File: src/rtl/sync_fifo_ram_if.sv
// Handshake bundle between a producer/consumer pair and sync_fifo_ram.
// The master modport is the user side, the slave modport is the FIFO side.
// The overflow/underflow flags exist only when SYNC_FIFO_ERR_EN is defined.
interface sync_fifo_ram_if #(
  parameter int DATA_WIDTH = 16,
  parameter int ADDR_SIZE  = 4
);

  logic                  flush;
  logic                  wr_en;
  logic [DATA_WIDTH-1:0] wr_data;
  logic                  rd_en;
  logic [DATA_WIDTH-1:0] rd_data;
  logic                  rd_valid;
  logic                  full;
  logic                  empty;
  logic                  almost_full;
  logic                  almost_empty;
  logic [ADDR_SIZE:0]    count;
`ifdef SYNC_FIFO_ERR_EN
  logic                  overflow;
  logic                  underflow;
`endif

  modport master (
    output flush, wr_en, wr_data, rd_en,
    input  rd_data, rd_valid, full, empty, almost_full, almost_empty, count
`ifdef SYNC_FIFO_ERR_EN
    , input overflow, underflow
`endif
  );

  modport slave (
    input  flush, wr_en, wr_data, rd_en,
    output rd_data, rd_valid, full, empty, almost_full, almost_empty, count
`ifdef SYNC_FIFO_ERR_EN
    , output overflow, underflow
`endif
  );

endinterface : sync_fifo_ram_if

File: src/rtl/sync_fifo_ram.sv
// Single-clock FIFO around a dual-port memory array: pointer management,
// occupancy count, almost-full/almost-empty thresholds, a registered read
// port with a valid strobe and a synchronous flush.
// Optional feature: define SYNC_FIFO_ERR_EN to add sticky overflow/underflow
// flags on the interface; without it rejected requests are silently dropped.
module sync_fifo_ram #(
  parameter int DATA_WIDTH = 16,
  parameter int ADDR_SIZE  = 4,
  parameter int AFULL_TH   = (1 << ADDR_SIZE) - 2,
  parameter int AEMPTY_TH  = 2
) (
  input logic              clk,
  input logic              rstn,
  sync_fifo_ram_if.slave   bus
);

  localparam int DEPTH = 1 << ADDR_SIZE;

  // Thresholds and depth expressed at count width so every compare is
  // width-matched; legal threshold ranges fit in ADDR_SIZE+1 bits.
  localparam logic [ADDR_SIZE:0] DEPTH_LVL  = (ADDR_SIZE + 1)'(DEPTH);
  localparam logic [ADDR_SIZE:0] AFULL_LVL  = (ADDR_SIZE + 1)'(AFULL_TH);
  localparam logic [ADDR_SIZE:0] AEMPTY_LVL = (ADDR_SIZE + 1)'(AEMPTY_TH);

  logic [DATA_WIDTH-1:0] mem [DEPTH];

  logic [ADDR_SIZE-1:0]  wr_ptr;
  logic [ADDR_SIZE-1:0]  rd_ptr;
  logic [ADDR_SIZE:0]    count_q;
  logic [ADDR_SIZE:0]    count_next;
  logic [DATA_WIDTH-1:0] rd_data_q;
  logic                  rd_valid_q;

  logic                  full_w;
  logic                  empty_w;
  logic                  clear;
  logic                  wr_acc;
  logic                  rd_acc;

  // Status decoded from the registered count, so it reflects operations
  // accepted on the previous edge.
  assign full_w  = (count_q == DEPTH_LVL);
  assign empty_w = (count_q == '0);

  // Reset and flush both suppress any request arriving in the same cycle.
  assign clear  = !rstn || bus.flush;
  assign wr_acc = bus.wr_en && !full_w && !clear;
  assign rd_acc = bus.rd_en && !empty_w && !clear;

  // Next occupancy: a simultaneous accepted read and write cancel out.
  always_comb begin
    count_next = count_q;
    case ({wr_acc, rd_acc})
      2'b10:   count_next = count_q + 1'b1;
      2'b01:   count_next = count_q - 1'b1;
      default: count_next = count_q;
    endcase
  end

  // Storage write port.
  // NOTE: the array has no reset; pointers and count define which entries
  // are live, so stale words after reset/flush are never observable.
  always_ff @(posedge clk) begin
    if (wr_acc) begin
      mem[wr_ptr] <= bus.wr_data;
    end
  end

  // Pointer and occupancy registers; pointers wrap naturally at DEPTH.
  // NOTE: reset is synchronous here, so it is tested inside the clocked
  // block and never appears in the sensitivity list.
  always_ff @(posedge clk) begin
    if (!rstn || bus.flush) begin
      wr_ptr  <= '0;
      rd_ptr  <= '0;
      count_q <= '0;
    end else begin
      if (wr_acc) begin
        wr_ptr <= wr_ptr + 1'b1;
      end
      if (rd_acc) begin
        rd_ptr <= rd_ptr + 1'b1;
      end
      count_q <= count_next;
    end
  end

  // Registered read data: cleared by reset only, held across flush and
  // whenever no read is accepted.
  always_ff @(posedge clk) begin
    if (!rstn) begin
      rd_data_q <= '0;
    end else if (rd_acc) begin
      rd_data_q <= mem[rd_ptr];
    end
  end

  // Read-valid strobe: one cycle per accepted read, dropped by reset/flush.
  always_ff @(posedge clk) begin
    if (clear) begin
      rd_valid_q <= 1'b0;
    end else begin
      rd_valid_q <= rd_acc;
    end
  end

  assign bus.rd_data      = rd_data_q;
  assign bus.rd_valid     = rd_valid_q;
  assign bus.count        = count_q;
  assign bus.full         = full_w;
  assign bus.empty        = empty_w;
  assign bus.almost_full  = (count_q >= AFULL_LVL);
  assign bus.almost_empty = (count_q <= AEMPTY_LVL);

`ifdef SYNC_FIFO_ERR_EN
  logic overflow_q;
  logic underflow_q;

  // Sticky error flags; a flush or reset in the same cycle wins over a set.
  always_ff @(posedge clk) begin
    if (clear) begin
      overflow_q  <= 1'b0;
      underflow_q <= 1'b0;
    end else begin
      if (bus.wr_en && full_w) begin
        overflow_q <= 1'b1;
      end
      if (bus.rd_en && empty_w) begin
        underflow_q <= 1'b1;
      end
    end
  end

  assign bus.overflow  = overflow_q;
  assign bus.underflow = underflow_q;
`endif

endmodule : sync_fifo_ram

File: src/flat_wrapper.sv
// flat-port wrapper written by rule: the top's interface ports become plain ports
module sync_fifo_ram_flat 
#(
  parameter int DATA_WIDTH = 16,
  parameter int ADDR_SIZE  = 4,
  parameter int AFULL_TH   = (1 << ADDR_SIZE) - 2,
  parameter int AEMPTY_TH  = 2
)
  (clk, rstn, bus_flush, bus_wr_en, bus_wr_data, bus_rd_en, bus_rd_data, bus_rd_valid, bus_full, bus_empty, bus_almost_full, bus_almost_empty, bus_count);
  sync_fifo_ram_if #(.DATA_WIDTH(DATA_WIDTH), .ADDR_SIZE(ADDR_SIZE)) bus_i ();
  input logic clk;
  input logic rstn;
  input wire logic [$bits(bus_i.flush)-1:0] bus_flush;
  input wire logic [$bits(bus_i.wr_en)-1:0] bus_wr_en;
  input wire logic [$bits(bus_i.wr_data)-1:0] bus_wr_data;
  input wire logic [$bits(bus_i.rd_en)-1:0] bus_rd_en;
  output wire logic [$bits(bus_i.rd_data)-1:0] bus_rd_data;
  output wire logic [$bits(bus_i.rd_valid)-1:0] bus_rd_valid;
  output wire logic [$bits(bus_i.full)-1:0] bus_full;
  output wire logic [$bits(bus_i.empty)-1:0] bus_empty;
  output wire logic [$bits(bus_i.almost_full)-1:0] bus_almost_full;
  output wire logic [$bits(bus_i.almost_empty)-1:0] bus_almost_empty;
  output wire logic [$bits(bus_i.count)-1:0] bus_count;
  assign bus_i.flush = bus_flush;
  assign bus_i.wr_en = bus_wr_en;
  assign bus_i.wr_data = bus_wr_data;
  assign bus_i.rd_en = bus_rd_en;
  assign bus_rd_data = bus_i.rd_data;
  assign bus_rd_valid = bus_i.rd_valid;
  assign bus_full = bus_i.full;
  assign bus_empty = bus_i.empty;
  assign bus_almost_full = bus_i.almost_full;
  assign bus_almost_empty = bus_i.almost_empty;
  assign bus_count = bus_i.count;
  sync_fifo_ram #(.DATA_WIDTH(DATA_WIDTH), .ADDR_SIZE(ADDR_SIZE), .AFULL_TH(AFULL_TH), .AEMPTY_TH(AEMPTY_TH)) u_core (.clk(clk), .rstn(rstn), .bus(bus_i));
endmodule
File: config.mk
export PLATFORM = sky130hd
export DESIGN_NAME = sync_fifo_ram_flat
export DESIGN_NICKNAME = d
export VERILOG_FILES = /design/src/rtl/sync_fifo_ram_if.sv /design/src/rtl/sync_fifo_ram.sv /design/src/flat_wrapper.sv
export SDC_FILE = /design/constraint.sdc
export NUM_CORES = 1
export LEC_CHECK = 0
export CAP_MARGIN = 20
export CELL_PAD_IN_SITES_DETAIL_PLACEMENT = 0
export CELL_PAD_IN_SITES_GLOBAL_PLACEMENT = 1
export CORE_MARGIN = 3
export CORE_UTILIZATION = 48
export CTS_CLUSTER_DIAMETER = 100
export DETAILED_ROUTE_END_ITERATION = 6
export PLACE_DENSITY = 0.73
export SETUP_SLACK_MARGIN = 0.02
export SYNTH_ARGS = -nofsm -noshare
export SYNTH_HDL_FRONTEND = slang
export SYNTH_SLANG_ARGS = --single-unit
File: constraint.sdc
create_clock -name clk -period 3.4 [get_ports clk]
set_input_delay 1.02 -clock clk [delete_from_list [all_inputs] [get_ports clk]]
set_output_delay 1.02 -clock clk [all_outputs]
set_load 0.02 [all_outputs]
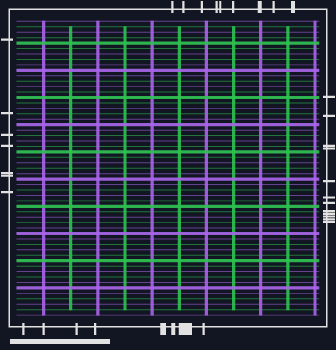
*Power grid, run 1*
Bar = 50 um. Pins as bars on the die edge.
Purple is VSS. Green is VDD.
55 met1 rails follow the rows. The core has 54 rows.

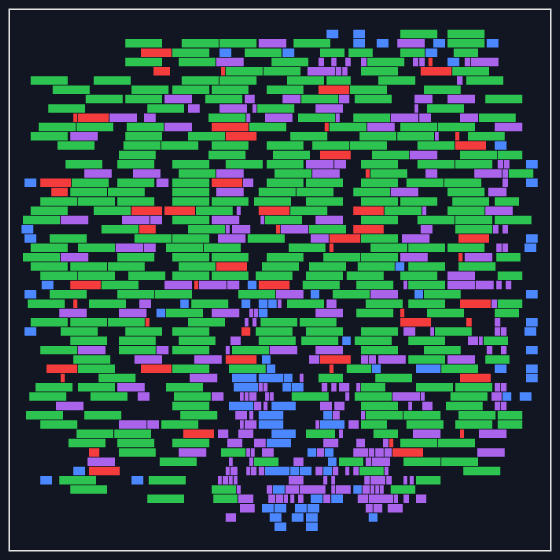
*Placement by cell class, run 1*
Blue is other buffers and delay cells, cells 83, share of their area 7.0%. Purple is all other logic, cells 243, share of their area 21%. Red is clock drivers and dummy loads, cells 53, share of their area 6.9%. Green is flip-flops, cells 286, share of their area 65%.

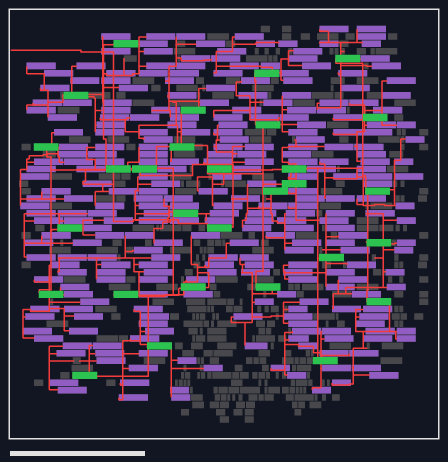
*Clock wires, drivers and flops, run 1*
Bar = 50 um.
Purple is flip-flops, count 286. Red is clock wires, length 3040 um. Green is cells driving clock nets, count 29.
There are 30 routed clock nets.

==> reports/results.tsv, run 1 <==
stage	metric	value	unit
power	powerDensity	528	nW/um2
synthesis	ys_area	11100	um2
placed_design	port_buffers	46	
power	switching_share	18.8	%
global_route	grt.met3_usage	2.93	%
min_path	hp-start	u_core.bus.rd_data[10]	
placed_design	dp_cells	892	
global_route	grt_pass1_vias	5670	
synthesis	ys_ff	286	
worst_setup_path	r2r-end	u_core.bus.count[4]	
final_layout	logic_gate_count	232	
worst_setup_path	endpoint	bus_empty	
floorplan	fp-utilization	49.9	%
worst_setup_path	slowest_stage	clkdlybuf4s50_1	
cts	cts_hold_buf	0	
cts	tritoncts	done	
min_path	hold_path.class	reg2reg	
final_layout	inv_count	11	
worst_setup_path	cp_max_fo	6	
power	worst_ir_drop_vdd	0.000472	V
final_layout	seqCellArea	8290	um2
global_route	met2_usage	31.9	%
global_route	grt_max_degree	49	
synthesis	syn_avg_cell_area	19.8	um2
power	total_power	6900	uW
final_layout	instances_no_fill	945	
power	pwr-share-seq	55.6	%
timing	rsz0062_at_grt	no	
worst_setup_path	crit_path_start	u_core.bus.count[0]	
synthesis	synth.cellmix.adderShare	1.20	%
worst_setup_path	worstPathCellList	nor4_4, and2_1, clkdlybuf4s50_1	
synthesis	mux_area_share	14.5	%
synthesis	async_flop_share	0	%
final_layout	top_register	u_core.mem	
worst_setup_path	reg2reg_depth	11	
final_layout	diodes	0	
power	p_switching	1300	uW
worst_setup_path	r2r-start	u_core.bus.count[0]	
detailed_routing	wl_per_cell	24.2	um
worst_setup_path	crit_arrival	2130	ps
power	clock_power	2940	uW
worst_setup_path	crit_type	reg2out	
synthesis	yosysSeqAreaShare	74.7	%
timing	tightest_slew	666	ps
detailed_routing	routed.top_layer	met4	
worst_setup_path	r2r_slack	740	ps
min_path	whs_path_depth	2	
detailed_routing	viasPerCell	5.80	
timing	tns	0	ps
detailed_routing	route.met3.wl	1070	um
worst_setup_path	worst_path_largest_cell_delay	600	ps
cts	post-cts-setup-buffer-count	0	
cts	clk_path_buf_depth	3	
final_layout	buffers	83	
synthesis	synth-edff-count	256	
worst_setup_path	path_delay_family	simple AND/OR/NAND/NOR gates	
final_layout	largest_reg_flops	256	
final_layout	final_layout_top_logic_cell	edfxtp_1	
cts	post_cts_resized	0	
placed_design	placed_area	12200	um2
detailed_routing	via_count	5483	
synthesis	synth.cell_area	11100	um2
timing	final_max_slew_viol_count	0	
power	power_frac_comb	1.8	%
worst_setup_path	worstSetupEndpointType	primary output	
synthesis	ys_sh_xor	0.553	%
power	maxPowerGroup	registers	
detailed_routing	wl_met1	9880	um
final_layout	area_growth	17.8	%
power	comb_power	128	uW
cts	root_buffer	clkbuf_16	
synthesis	synth.most_common_cell	edfxtp_1	
global_route	grtUsageMet1	26.6	%
synthesis	yosys.area.top_type	edfxtp_1	
timing	finalSetupViolations	0	
global_route	grt_pass1_wl	34800	um
timing	skew	5.93	ps
global_route	busiest_layer	met2	
timing	timing.final.crit_share	92.6	%
floorplan	dieArea	25000	um2
timing	timing.final.ws_setup	253	ps
final_layout	sh_seq_area	63.5	%
power	leakagePower	0.00404	uW
timing	hold_viol	0	
synthesis	ys_types	39	
final_layout	layout.nonclk_buf_share	6.80	%
timing	slew-limit-headroom	55.5	%
worst_setup_path	critical_path_depth	3	
synthesis	top_area_share	69.3	%
floorplan	rows	54	
cts	clkTransAtPathRegs	60	ps
status	status	complete, no violations	
synthesis	aoi_share	3.28	%
synthesis	ys_sh_simple	3.73	%
global_route	grt_antenna_before_repair	0	
detailed_routing	detail-route-antenna-nets	0	
power	power.internal	5610	uW
synthesis	ys.flop_type	edfxtp_1	
detailed_routing	dr_wl_met2	11400	um
power	pwr-share-clk	42.5	%
cts	clk_latency	530	ps
final_layout	final_util	58.8	%
timing	whs	454	ps
global_route	grt_overflow	0	
final_layout	fin_nets	674	
final_layout	n_clock_buffer	48	
timing	min_period	3150	ps
worst_setup_path	cp_data_required_time	2380	ps
final_layout	final_area	13100	um2
synthesis	topCombFamilyByArea	multiplexers	
synthesis	common_cells	edfxtp_1 (256), mux4_2 (64), dfxtp_1 (30), nor2_1 (24), nand2_1 (23)	
worst_setup_path	crit_path_start_kind	flop	
final_layout	comb_share	20.0	%
floorplan	die_width	158	um
timing	fmaxAchievable	318	MHz
final_layout	area_dominant_class	sequential cells	
cts	htree_levels	1	
floorplan	coreArea	22200	um2
placed_design	dpl.hpwl	13700	um
final_layout	final-comb-area	2610	um2
cts	cts_made_buffers	29	
detailed_routing	drc_errors	0	
synthesis	ys_cells	560	
placed_design	routabilityCongestion	0.753	
min_path	hold_end	u_core.bus.rd_data[10]	
synthesis	syn_inst	560	
synthesis	ys.warnings.count	0	
--- run 2 (diff from run 1) ---
HOLD_SLACK_MARGIN = 0.03   (was unset)
SETUP_SLACK_MARGIN = 0.2   (was 0.02)
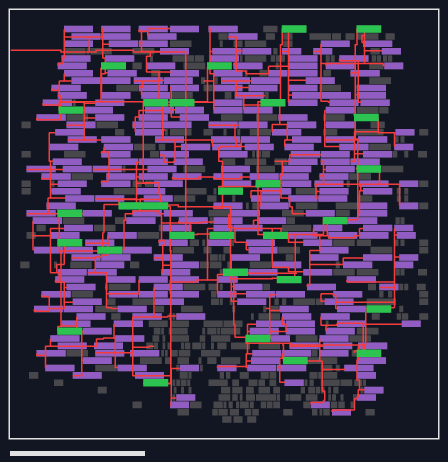
*Clock wires, drivers and flops, run 2*
Bar = 50 um.
Purple is flip-flops, count 286. Red is clock wires, length 3100 um. Green is cells driving clock nets, count 29.
There are 30 routed clock nets.

==> run 2 against run 1 <==
Effect of this change: total power is 3.2% higher; cell area is 0.43% higher; worst setup slack better by 6.2 ps; combinational power hardly changed; sequential share of layout area is 0.27 points lower; fmax is 0.20% higher; routed wire length is 2.5% lower; area after synthesis stayed put; largest cell class unchanged; die size stayed put.
==> reports/results.tsv, run 2 <==
stage	metric	value	unit	change
status	status	complete, no violations		
timing	hold_viol	0		unchanged
floorplan	coreArea	22200	um2	unchanged
final_layout	comb_share	19.9	%	-0.067 points
power	p_switching	1330	uW	+2.4%
global_route	grt.met3_usage	2.65	%	-0.27 points
synthesis	topCombFamilyByArea	multiplexers		
synthesis	ys_area	11100	um2	unchanged
detailed_routing	wl_met1	9890	um	+0.18%
timing	min_period	3140	ps	-6.18 ps
cts	htree_levels	1		unchanged
final_layout	fin_nets	669		-0.74%
placed_design	routabilityCongestion	0.768		+1.9%
cts	cts_made_buffers	29		unchanged
timing	skew	16.1	ps	+10.2 ps
power	comb_power	131	uW	about the same
worst_setup_path	crit_type	in2reg		
final_layout	sh_seq_area	63.2	%	-0.27 points
global_route	grt_overflow	0		unchanged
timing	final_max_slew_viol_count	0		unchanged
worst_setup_path	r2r-end	u_core.bus.count[4]		
floorplan	rows	54		unchanged
final_layout	diodes	1		+1
min_path	hold_end	u_core.bus.rd_data[10]		
power	clock_power	3160	uW	+7.5%
detailed_routing	drc_errors	0		unchanged
final_layout	final_util	59.0	%	+0.25 points
global_route	grt_pass1_wl	34400	um	-1.1%
final_layout	area_growth	18.3	%	
synthesis	synth-edff-count	256		unchanged
detailed_routing	dr_wl_met2	10900	um	-4.5%
worst_setup_path	crit_path_start_kind	input pin		
final_layout	inv_count	11		unchanged
timing	slew-limit-headroom	30.9	%	-25 points
power	leakagePower	0.00408	uW	+1.0%
placed_design	dpl.hpwl	13200	um	-3.6%
power	power.internal	5800	uW	+3.4%
synthesis	yosys.area.top_type	edfxtp_1		
detailed_routing	viasPerCell	5.80		about the same
worst_setup_path	cp_data_required_time	3870	ps	+1490 ps
final_layout	final_area	13100	um2	+0.43%
min_path	whs_path_depth	2		unchanged
global_route	busiest_layer	met2		
power	maxPowerGroup	registers		
cts	clk_path_buf_depth	3		unchanged
cts	post_cts_resized	0		unchanged
final_layout	buffers	78		-6.0%
placed_design	port_buffers	46		unchanged
timing	rsz0062_at_grt	yes		
worst_setup_path	endpoint	u_core.bus.count[4]		
synthesis	synth.cellmix.adderShare	1.20	%	unchanged
final_layout	top_register	u_core.mem		
timing	timing.final.ws_setup	259	ps	+6.18 ps
synthesis	synth.most_common_cell	edfxtp_1		
detailed_routing	wl_per_cell	23.7	um	-2.2%
synthesis	ys_ff	286		unchanged
power	powerDensity	543	nW/um2	+2.8%
floorplan	die_width	158	um	unchanged
synthesis	syn_avg_cell_area	19.8	um2	unchanged
detailed_routing	routed.top_layer	met4		
floorplan	dieArea	25000	um2	unchanged
worst_setup_path	slowest_stage	clkdlybuf4s50_1		
power	pwr-share-seq	53.9	%	-1.7 points
detailed_routing	detail-route-antenna-nets	0		unchanged
worst_setup_path	critical_path_depth	12		+9
worst_setup_path	crit_path_start	rstn		
timing	tns	0	ps	unchanged
min_path	hp-start	u_core.bus.rd_data[10]		
detailed_routing	route.met3.wl	1140	um	+6.3%
cts	clkTransAtPathRegs	60	ps	about the same
synthesis	top_area_share	69.3	%	unchanged
worst_setup_path	r2r-start	u_core.bus.count[3]		
power	switching_share	18.6	%	-0.16 points
synthesis	ys_sh_simple	3.73	%	unchanged
timing	tightest_slew	1040	ps	+371 ps
final_layout	area_dominant_class	sequential cells		
power	power_frac_comb	1.8	%	about the same
worst_setup_path	worst_path_largest_cell_delay	580	ps	-20 ps
placed_design	placed_area	12100	um2	-0.31%
worst_setup_path	r2r_slack	560	ps	-180 ps
Power figures rest on the tool's default switching activity, not on a simulated workload.
